===== config.mk =====
export PLATFORM = sky130hd
export DESIGN_NAME = timer_load_ctrl
export DESIGN_NICKNAME = d
export VERILOG_FILES = /design/src/rtl/timer_pkg.sv /design/src/rtl/bcd_entry_reg.sv /design/src/rtl/timer_load_ctrl.sv
export SDC_FILE = /design/constraint.sdc
export NUM_CORES = 1
export LEC_CHECK = 0
export CAP_MARGIN = 20
export CORE_MARGIN = 4
export CORE_UTILIZATION = 49
export DETAILED_ROUTE_END_ITERATION = 6
export PLACE_DENSITY = 0.84
export SETUP_SLACK_MARGIN = 0.05
export SLEW_MARGIN = 20
export SYNTH_ARGS = -nofsm -noshare
export SYNTH_HDL_FRONTEND = slang
export SYNTH_SLANG_ARGS = --single-unit

===== constraint.sdc =====
create_clock -name clk -period 5.24 [get_ports clk]
set_clock_uncertainty 0.1 [all_clocks]
set_input_delay 1.048 -clock clk [delete_from_list [all_inputs] [get_ports clk]]
set_output_delay 1.048 -clock clk [all_outputs]
set_load 0.1 [all_outputs]

===== src/rtl/timer_pkg.sv =====
// Shared definitions for the cooking-timer load controller.
package timer_pkg;

    // Controller states
    typedef enum logic [2:0] {
        IDLE  = 3'd0,
        ENTRY = 3'd1,
        LOAD  = 3'd2,
        RUN   = 3'd3,
        PAUSE = 3'd4,
        DONE  = 3'd5
    } state_t;

    // Largest key code that is a decimal digit
    localparam logic [3:0] BCD_MAX = 4'd9;

    // True when a key code is a decimal digit
    function automatic logic is_digit(input logic [3:0] code);
        return code <= BCD_MAX;
    endfunction

endpackage


===== src/rtl/bcd_entry_reg.sv =====
// Three-digit BCD entry register: new digits shift in as units.
module bcd_entry_reg (
    input  logic        clk,
    input  logic        clearn,
    input  logic        shift,
    input  logic        clr,
    input  logic [3:0]  key_code,
    output logic [11:0] digits
);

    // Clear wins over shift; the old hundreds digit falls off the top
    always_ff @(posedge clk or negedge clearn) begin
        if (!clearn)
            digits <= 12'h000;
        else if (clr)
            digits <= 12'h000;
        else if (shift)
            digits <= {digits[7:0], key_code};
    end

endmodule


===== src/rtl/timer_load_ctrl.sv =====
// Keypad entry / load / run / pause / done sequencer for a BCD down-counter.
module timer_load_ctrl
    import timer_pkg::*;
#(
    parameter int DONE_CYCLES = 8
) (
    input  logic        clk,
    input  logic        clearn,
    input  logic        key_valid,
    input  logic [3:0]  key_code,
    input  logic        start,
    input  logic        stop,
    input  logic        door_closed,
    input  logic        tick,
    input  logic        zero,
    output logic [11:0] digits,
    output logic        load,
    output logic        en,
    output logic        heat_on,
    output logic        done
);

    localparam int             CW       = $clog2(DONE_CYCLES + 1);
    localparam logic [CW-1:0]  CNT_LAST = CW'(DONE_CYCLES - 1);

    state_t        state, state_nxt;
    logic [CW-1:0] done_cnt;
    logic          shift, clr;
    logic          digits_nz;

    assign digits_nz = (digits != 12'h000);

    bcd_entry_reg u_entry (
        .clk      (clk),
        .clearn   (clearn),
        .shift    (shift),
        .clr      (clr),
        .key_code (key_code),
        .digits   (digits)
    );

    // State register
    always_ff @(posedge clk or negedge clearn) begin
        if (!clearn)
            state <= IDLE;
        else
            state <= state_nxt;
    end

    // Counts cycles spent in DONE; idles at zero elsewhere
    always_ff @(posedge clk or negedge clearn) begin
        if (!clearn)
            done_cnt <= '0;
        else if (state == DONE && done_cnt != CNT_LAST)
            done_cnt <= done_cnt + 1'b1;
        else
            done_cnt <= '0;
    end

    // Next state plus the entry-register actions tied to each transition
    always_comb begin
        state_nxt = state;
        shift     = 1'b0;
        clr       = 1'b0;
        case (state)
            IDLE: begin
                if (key_valid && is_digit(key_code)) begin
                    shift     = 1'b1;
                    state_nxt = ENTRY;
                end
            end
            ENTRY: begin
                // stop beats start, and a successful start freezes the entry
                if (stop) begin
                    clr       = 1'b1;
                    state_nxt = IDLE;
                end else if (start && door_closed && digits_nz) begin
                    state_nxt = LOAD;
                end else if (key_valid && is_digit(key_code)) begin
                    shift = 1'b1;
                end
            end
            LOAD: state_nxt = RUN;
            RUN: begin
                // reaching zero outranks stop and door opening
                if (zero)
                    state_nxt = DONE;
                else if (stop || !door_closed)
                    state_nxt = PAUSE;
            end
            PAUSE: begin
                if (stop) begin
                    clr       = 1'b1;
                    state_nxt = IDLE;
                end else if (start && door_closed) begin
                    state_nxt = RUN;
                end
            end
            DONE: begin
                if (done_cnt == CNT_LAST) begin
                    clr       = 1'b1;
                    state_nxt = IDLE;
                end
            end
            default: state_nxt = IDLE;
        endcase
    end

    // Outputs decoded from the state register (en also gated by tick)
    always_comb begin
        load    = (state == LOAD);
        heat_on = (state == RUN);
        en      = (state == RUN) && tick;
        done    = (state == DONE);
    end

endmodule


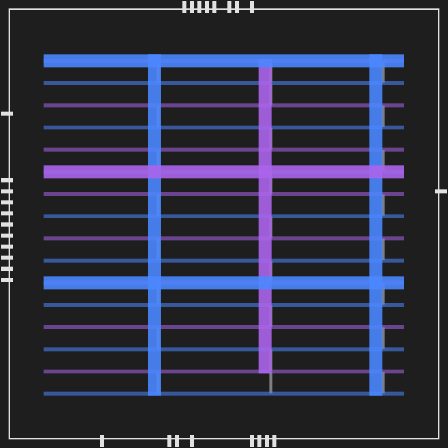
(run_1/pdn.png)
Pins as bars on the die edge. Tap cells in gray.
color	net
blue	VSS
purple	VDD
tap cells	25
met1 rails	16
core box area: 1800 um2
Die Ht: 52.5 um
chip width: 52.5 um

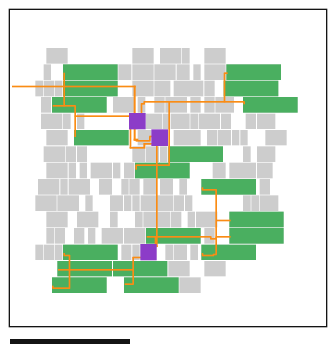
(run_1/clock_map.png)
Scale bar: 20 um.
[green] flip-flops | count: 19
[purple] cells driving clock nets | count: 3
[orange] clock wires | length: 197 um
routed clock nets	4
Insertion Delay late pin: 290 ps

==> reports/metrics.cfg, run 1 <==
[worst_setup_path]
r2r_start=state[2]$_DFFE_PN0P_
reg2reg_to=u_entry.digits[5]$_DFFE_PN0P_
cp-endpoint=en
endpoint_kind=primary output

[grt]
antenna_found_initial=0
grt_pass1_wl_um=3710
met3_usage=0.0370
use_met2=0.304

[run]
tool_warnings=26

[final_layout]
reg_top3=u_entry.digits: 12 flops, done_cnt: 4 flops, state: 3 flops
area_growth_pct=30.7
nNetsFinal=147
seq_area_frac=0.375
n_all_buffers=27
drive_above_1_share=0.0602

[logic_synthesis]
ys_sh_mux=0.0103
yosys-stat-area_um2=970
fp_nets=120
yosysUniqueCellTypes=33
edf_count=0
synthArstFlopShare=1.00
ff_type=dfrtp_1
seq_area_frac_synth=0.490
synth.avg_cell_area_um2=9.06
ys.flops=19
top_cell=nand2_1

[placed_design]
dp_slack_ps=1320
dpl.hpwl_um=1650

[floorplan]
fp_util=0.538
rows=15
num_tap_cells=25

[clock_tree]
ctsHoldBuffers=0
root_buffer=clkbuf_4
tritoncts=built
cts_buffers=3
ctsHtreeMaxLevel=1
cts_setup_buffers=0
clock-sinks=19

[status]
status=completed

[sta]
worst_slew_pin_slew_ps=1000

[detailed_routing]
m1WireLength_um=929
routed-wl-met2_um=1050

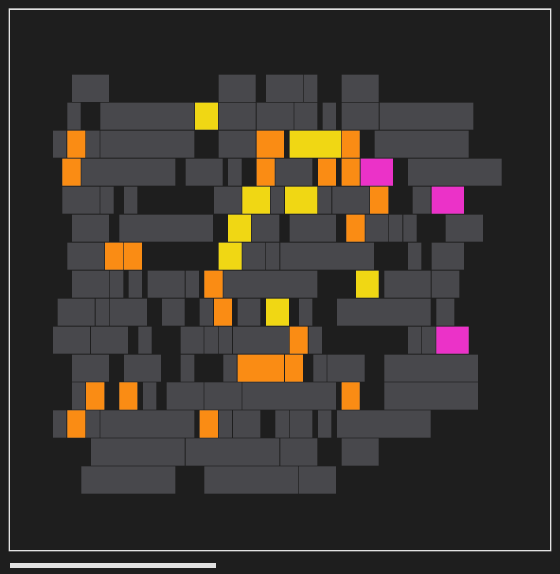
(run_1/gate_families.png)
Scale bar: 20 um.
color	family	cells
magenta	XOR/XNOR gates	3
orange	inverting AOI/OAI gates	21
yellow	AND and OR gates	8
logic share of the area: 0.360
Cell Count, Final, Fillers Out: 158
most numerous logic cell after layout: nand2_1

## run 1: stage by stage
| stage | hold WS (ps) | area [um2] |
|---|---|---|
| floorplan | 330 | 970 |
| global placement | 347 | 1240 |
| detailed placement | 364 | 1240 |
| CTS | 378 | 1270 |
| global route | 403 | 1270 |
| finish | 372 | 1270 |
## run 1: worst max-delay path, stage by stage
cell	delay, ps
clkdlybuf4s50_1	450
and3_1	140
clkdlybuf4s50_1	1120
==> run 2: changes to the inputs <==
- CORE_UTILIZATION: 49 -> 46
- PLACE_DENSITY: 0.84 -> 0.8
- clock period: 5.24 -> 4 ns (I/O delays scaled with it)
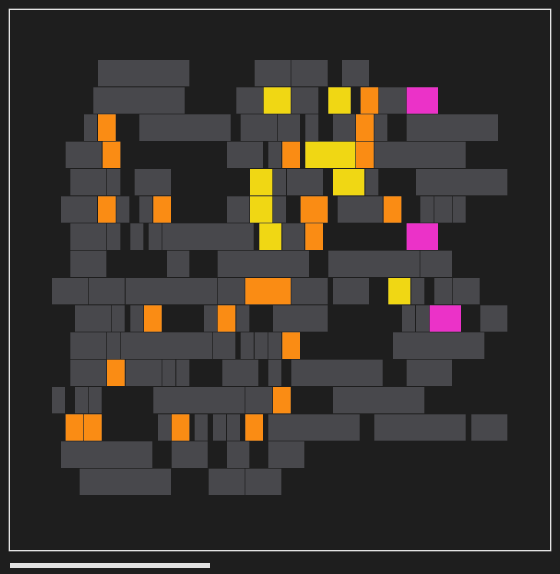
(run_2/gate_families.png)
Scale bar: 20 um.
color	family	cells
orange	inverting AOI/OAI gates	21
magenta	XOR/XNOR gates	3
yellow	AND and OR gates	8
Cell Count, Final, Fillers Out: 160
logic share of the area: 0.362

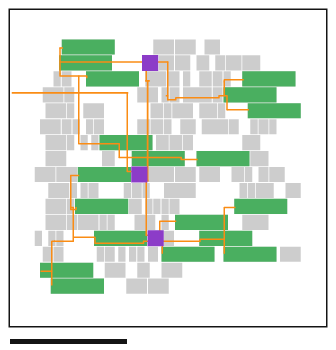
(run_2/clock_map.png)
Scale bar: 20 um.
[green] flip-flops | count: 19
[orange] clock wires | length: 232 um
[purple] cells driving clock nets | count: 3
routed clock nets	4
Insertion Delay late pin: 300 ps

==> reports/metrics.cfg, run 2 <==
[status]
status=completed

[sta]
whs_ps=366  ; -6.36 ps

[worst_setup_path]
path_depth=1  ; -2
worst-path-buf-inv=1  ; -1
slowest_delay_ps=1180  ; +60 ps
reg2reg_to=u_entry.digits[2]$_DFFE_PN0P_
r2r_start=state[2]$_DFFE_PN0P_
cp_top_family=buffers and inverters
crit_chain=clkdlybuf4s50_1

[final_layout]
reg_top3=u_entry.digits: 12 flops, done_cnt: 4 flops, state: 3 flops
final_common_cell=nand2_1
drive_above_1_share=0.0902  ; +0.0301
seq_area_frac=0.377  ; +0.00224
n_all_buffers=27  ; unchanged
area_growth_pct=29.9

[floorplan]
fp_util=0.489  ; -0.0489
core_area_um2=1980  ; +10%
num_tap_cells=27  ; +8.0%

[grt]
use_met2=0.306  ; +0.00273
met3_usage=0.0360  ; -0.00103
antenna_found_initial=0  ; unchanged
grt_pass1_wl_um=3880  ; +4.6%

[detailed_routing]
m1WireLength_um=991  ; +6.7%
routed-wl-met2_um=1100  ; +4.7%

[run]
tool_warnings=26  ; unchanged

[clock_tree]
cts_buffers=3  ; unchanged
ctsHoldBuffers=0  ; unchanged
clock-sinks=19  ; unchanged
tritoncts=built
cts_setup_buffers=0  ; unchanged

[logic_synthesis]
yosysUniqueCellTypes=33  ; unchanged
synth.avg_cell_area_um2=9.06  ; unchanged
ff_type=dfrtp_1
yosys-stat-area_um2=970  ; unchanged
ys.flops=19  ; unchanged

[placed_design]
dp_slack_ps=994  ; -329 ps
dpl.hpwl_um=1730  ; +5.0%

[run 2: cell counts after synthesis]
No cell type changed its count.
[run 2: kinds of logic (layout without fill, tap and decap cells)]
| logic type | count (synthesis) | count (layout) | synth area share |
|---|---|---|---|
| simple gates | 54 | 54 | 0.292 |
| compound gates | 22 | 22 | 0.129 |
| flops | 19 | 19 | 0.490 |
| buf+inv | 7 | 33 | 0.0387 |
| xor+xnor | 3 | 3 | 0.0271 |
| fa+ha+maj | 1 | 1 | 0.0129 |
| mux | 1 | 1 | 0.0103 |
